$ cat src/rtl/if_prefetch.sv
// Instruction-fetch prefetch queue: fetches from a combinational instruction memory into a
// DEPTH-entry FIFO, with redirect/interrupt flush. Optional 0-cycle bypass via IF_PREFETCH_BYPASS_EN.
module if_prefetch #(
    parameter int                 ADDR_W     = 32,
    parameter int                 DATA_W     = 32,
    parameter int                 DEPTH      = 4,
    parameter logic [ADDR_W-1:0]  RESET_PC   = {ADDR_W{1'b0}},
    parameter logic [ADDR_W-1:0]  INT_VECTOR = 32'h0000_0080
) (
    input  logic              clk,
    input  logic              reset,
    input  logic              redirect,
    input  logic [ADDR_W-1:0] redirect_addr,
    input  logic              interrupt,
    input  logic              id_ready,
    output logic [ADDR_W-1:0] imem_addr,
    input  logic [DATA_W-1:0] imem_rdata,
    output logic              if_valid,
    output logic [DATA_W-1:0] instr_out,
    output logic [ADDR_W-1:0] pc4_out,
    output logic [ADDR_W-1:0] epc
);

    localparam int                PTR_W    = (DEPTH > 2) ? $clog2(DEPTH) : 1;
    localparam logic [ADDR_W-1:0] FOUR     = ADDR_W'(3'b100);
    localparam logic [PTR_W-1:0]  PTR_ONE  = PTR_W'(1'b1);
    localparam logic [PTR_W:0]    CNT_ONE  = (PTR_W + 1)'(1'b1);
    localparam logic [PTR_W:0]    CNT_FULL = (PTR_W + 1)'(DEPTH);

    logic [ADDR_W-1:0] pc_r;
    logic [ADDR_W-1:0] epc_r;
    logic [PTR_W-1:0]  headPtr_r;
    logic [PTR_W-1:0]  tailPtr_r;
    logic [PTR_W:0]    count_r;
    logic [DATA_W-1:0] qInstr_r [DEPTH];
    logic [ADDR_W-1:0] qPc4_r   [DEPTH];

    logic [ADDR_W-1:0] pcPlus4_s;
    logic              takeRedirect_s;
    logic              takeInt_s;
    logic              flush_s;
    logic              notEmpty_s;
    logic              full_s;
    logic              bypass_s;
    logic              valid_s;
    logic              pop_s;
    logic              push_s;
    logic [DATA_W-1:0] instr_s;
    logic [ADDR_W-1:0] pc4_s;

    // Control decode: flush priority, queue handshake and optional bypass path
    always_comb begin
        pcPlus4_s      = pc_r + FOUR;
        takeRedirect_s = redirect;
        takeInt_s      = interrupt & ~redirect;
        flush_s        = takeRedirect_s | takeInt_s;
        notEmpty_s     = (count_r != {(PTR_W + 1){1'b0}});
        full_s         = (count_r == CNT_FULL);
        bypass_s       = 1'b0;
`ifdef IF_PREFETCH_BYPASS_EN
        bypass_s       = ~reset & ~flush_s & ~notEmpty_s & id_ready;
`endif
        valid_s        = ~reset & ~flush_s & (notEmpty_s | bypass_s);
        pop_s          = valid_s & id_ready & notEmpty_s;
        // A full queue still accepts a fetch when the head leaves in the same cycle
        push_s         = ~reset & ~flush_s & ~bypass_s & (~full_s | pop_s);
    end

    // Output mux: queue head, bypassed fetch, or zeros when nothing is valid
    always_comb begin
        instr_s = {DATA_W{1'b0}};
        pc4_s   = {ADDR_W{1'b0}};
        if (valid_s) begin
            if (bypass_s) begin
                instr_s = imem_rdata;
                pc4_s   = pcPlus4_s;
            end else begin
                instr_s = qInstr_r[headPtr_r];
                pc4_s   = qPc4_r[headPtr_r];
            end
        end else begin
            instr_s = {DATA_W{1'b0}};
            pc4_s   = {ADDR_W{1'b0}};
        end
    end

    // PC, pointers, occupancy and exception PC
    always_ff @(posedge clk) begin
        if (reset) begin
            pc_r      <= RESET_PC;
            epc_r     <= {ADDR_W{1'b0}};
            headPtr_r <= {PTR_W{1'b0}};
            tailPtr_r <= {PTR_W{1'b0}};
            count_r   <= {(PTR_W + 1){1'b0}};
        end else if (flush_s) begin
            headPtr_r <= {PTR_W{1'b0}};
            tailPtr_r <= {PTR_W{1'b0}};
            count_r   <= {(PTR_W + 1){1'b0}};
            if (takeRedirect_s) begin
                pc_r <= redirect_addr;
            end else begin
                pc_r  <= INT_VECTOR;
                // Oldest unissued instruction is the head if one exists, else the fetch PC
                epc_r <= notEmpty_s ? (qPc4_r[headPtr_r] - FOUR) : pc_r;
            end
        end else begin
            if (push_s) begin
                tailPtr_r <= tailPtr_r + PTR_ONE;
            end
            if (pop_s) begin
                headPtr_r <= headPtr_r + PTR_ONE;
            end
            case ({push_s, pop_s})
                2'b10:   count_r <= count_r + CNT_ONE;
                2'b01:   count_r <= count_r - CNT_ONE;
                default: count_r <= count_r;
            endcase
            if (push_s | bypass_s) begin
                pc_r <= pcPlus4_s;
            end
        end
    end

    // Queue storage; contents are don't-care while the entry is not counted
    always_ff @(posedge clk) begin
        if (push_s) begin
            qInstr_r[tailPtr_r] <= imem_rdata;
            qPc4_r[tailPtr_r]   <= pcPlus4_s;
        end
    end

    assign imem_addr = pc_r;
    assign if_valid  = valid_s;
    assign instr_out = instr_s;
    assign pc4_out   = pc4_s;
    assign epc       = epc_r;

endmodule

$ cat config.mk
export PLATFORM = sky130hd
export DESIGN_NAME = if_prefetch
export DESIGN_NICKNAME = d
export VERILOG_FILES = /design/src/rtl/if_prefetch.sv
export SDC_FILE = /design/constraint.sdc
export NUM_CORES = 1
export LEC_CHECK = 0
export CORE_MARGIN = 2
export CORE_UTILIZATION = 55
export CTS_BUF_LIST = sky130_fd_sc_hd__clkbuf_16
export DETAILED_ROUTE_END_ITERATION = 7
export PLACE_DENSITY = 0.8
export SYNTH_ARGS = -nofsm -noshare
export SYNTH_HDL_FRONTEND = slang
export SYNTH_SLANG_ARGS = --single-unit
$ cat constraint.sdc
create_clock -name clk -period 7.6 [get_ports clk]
set_clock_uncertainty 0.1 [all_clocks]
set_input_delay 0.76 -clock clk [delete_from_list [all_inputs] [get_ports clk]]
set_output_delay 0.76 -clock clk [all_outputs]
set_load 0.02 [all_outputs]
==> impl_metrics.toml <==
# generated from flow reports
[power]
p_sw_uw = 811
clockPowerShare_pct = 43.4
maxPowerGroup = "registers"
power_uw = 3880
p_int_uw = 3070
comb_power_uw = 209
leakage_uw = 0.00575
pg_clk_uw = 1690

[critical_path]
cp.required_ns = 6.74
worstPathArrival_ns = 3.53
crit_chain = "clkdlybuf4s50_1 -> or2_2 -> nor2_1 -> nand2_1 -> inv_1 -> buf_4 -> and2_1 -> clkdlybuf4s50_1"
r2r_end = "epc[8]"
end_kind = "output port"
crit_cells = 8
crit_top_cell = "clkdlybuf4s50_1"
cp_top_family = "buffers and inverters"
endpoint = "instr_out[17]"

[synth]
ys_seq_elements = 329
avgSynthCellArea_sq_um = 14.2
yosysMostFrequentCell = "edfxtp_1"
compound_area_share_pct = 6.88
yosys.area.top_type = "edfxtp_1"
syn-instance-count = 993
ys_cells = 993
top_cell_area_share_pct = 54.4
ff_type = "edfxtp_1"
logic_family = "simple AND/OR/NAND/NOR gates"
xor_share_pct = 3.66
synth-async-reset-ratio_pct = 0
ys_warn_count = 0

[clocking]
cts_sinks = 329
clk_latency_ns = 0.51
clk_path_buf_depth = 3

[global_route]
grt_overflow = 0
grt_use_total_pct = 26.5
antenna_found_initial = 2
grt_pass1_wl_mm = 53.6
grt_pass1_vias = 9289
grt.busiest_layer = "met2"
grt_max_degree = 68

[cells_and_area]
ff_count = 329
clkbuf_count = 37
seq_share_pct = 52.3
num-nets-final = 1253
comb_area_share_pct = 26.7
register_area_sq_um = 9150
logic_area_sq_um = 4660
nNonClkBuffers = 212
comb_cells = 587
buf_share_pct = 11.9
drive_gt1_share_pct = 12.2

[sta]
finalSetupViolCount = 0
fmax_mhz = 228
drv_slew = 0
worst_hold_slack_ns = 0.352
rsz0062_at_grt = "no"
finalCriticalPeriod_ns = 4.39
timing.final.ws_setup_ns = 3.21

[floorplanning]
die_w_microns = 164
core_region_area_sq_um = 25200
chip_area_sq_um = 27000
die_h_microns = 164
num_tap_cells = 330

[drt]
drt-initial-drc-count = 1133
wl_met2_mm = 16.2
vias_per_cell = 6.07
top_layer = "met4"

[flow_run]
tool_warnings = 30

[placement]
gp_congestion = 0.879
dp_cells = 1469

[outcome]
status = "finished clean"

[worst_hold_path]
hold_start = "epc[2]"
==> cell usage in the layout, fill, tap and decap left out, types with 14 or more instances in the layout <==
cell / synthesis / final
o21ai_0: 17 / 17
edfxtp_1: 256 / 256
o22ai_1: 21 / 21
nor3_1: 27 / 27
buf_4: 3 / 15
nor2_1: 63 / 63
a21oi_1: 49 / 49
nand2_1: 60 / 60
dfxtp_1: 73 / 71
nand3_1: 17 / 17
xor2_1: 21 / 21
clkdlybuf4s50_1: 0 / 195
clkbuf_16: 0 / 37
inv_1: 11 / 17
a22oi_1: 22 / 22
mux4_2: 64 / 64
xnor2_1: 38 / 38
and2_1: 66 / 66
a211oi_1: 14 / 14
==> tightest hold or removal path, stage by stage (launching register included) <==
cell	delay (ns)
dfxtp_1	0.31
nand2_1	0.05
a21oi_1	0.05
Fig. 1: M1 wires
Supply wires on this layer in gray.
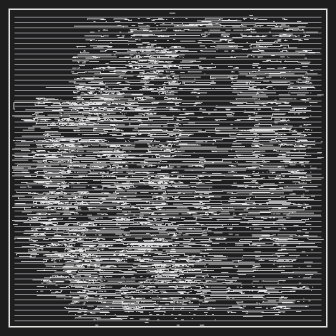
- main direction: horizontal
- longest straight run: 67.2 microns
- nets with wire on the layer: 1128
- wire length on this layer: 14300 microns
GR Util met1: 37.8%
via count: 9299

Fig. 2: met2 routing
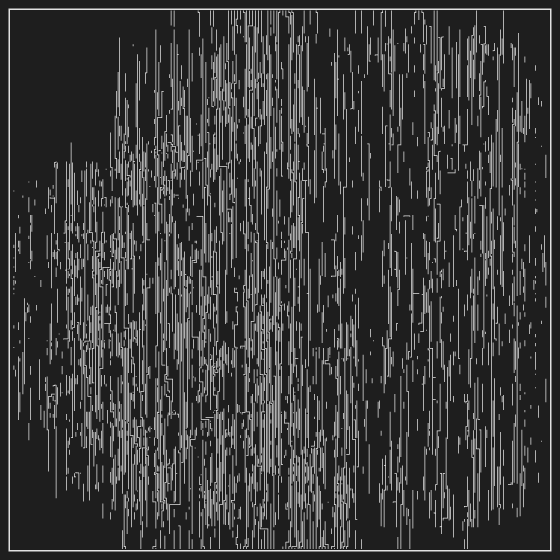
- main direction: vertical
- wire length on this layer: 16200 microns
- nets with wire on the layer: 1084
- share of all routed wire: 46%
- longest straight run: 77.3 microns

Fig. 3: the metal 3 layer
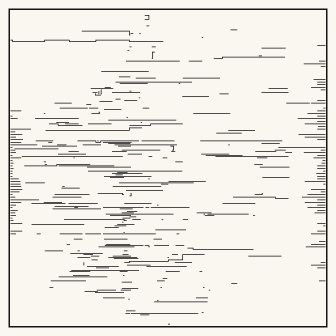
- share of all routed wire: 8.9%
- wire length on this layer: 3100 microns
- longest straight run: 52.2 microns
- nets with wire on the layer: 236
- main direction: horizontal
met3 GRT Util: 4.52%
WL final: 34.8 mm

Fig. 4: M4 wires
Scale bar: 50 microns. Supply wires on this layer in gray.
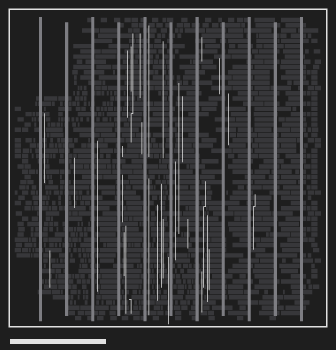
- longest straight run: 78.2 microns
- main direction: vertical
- share of all routed wire: 3.5%

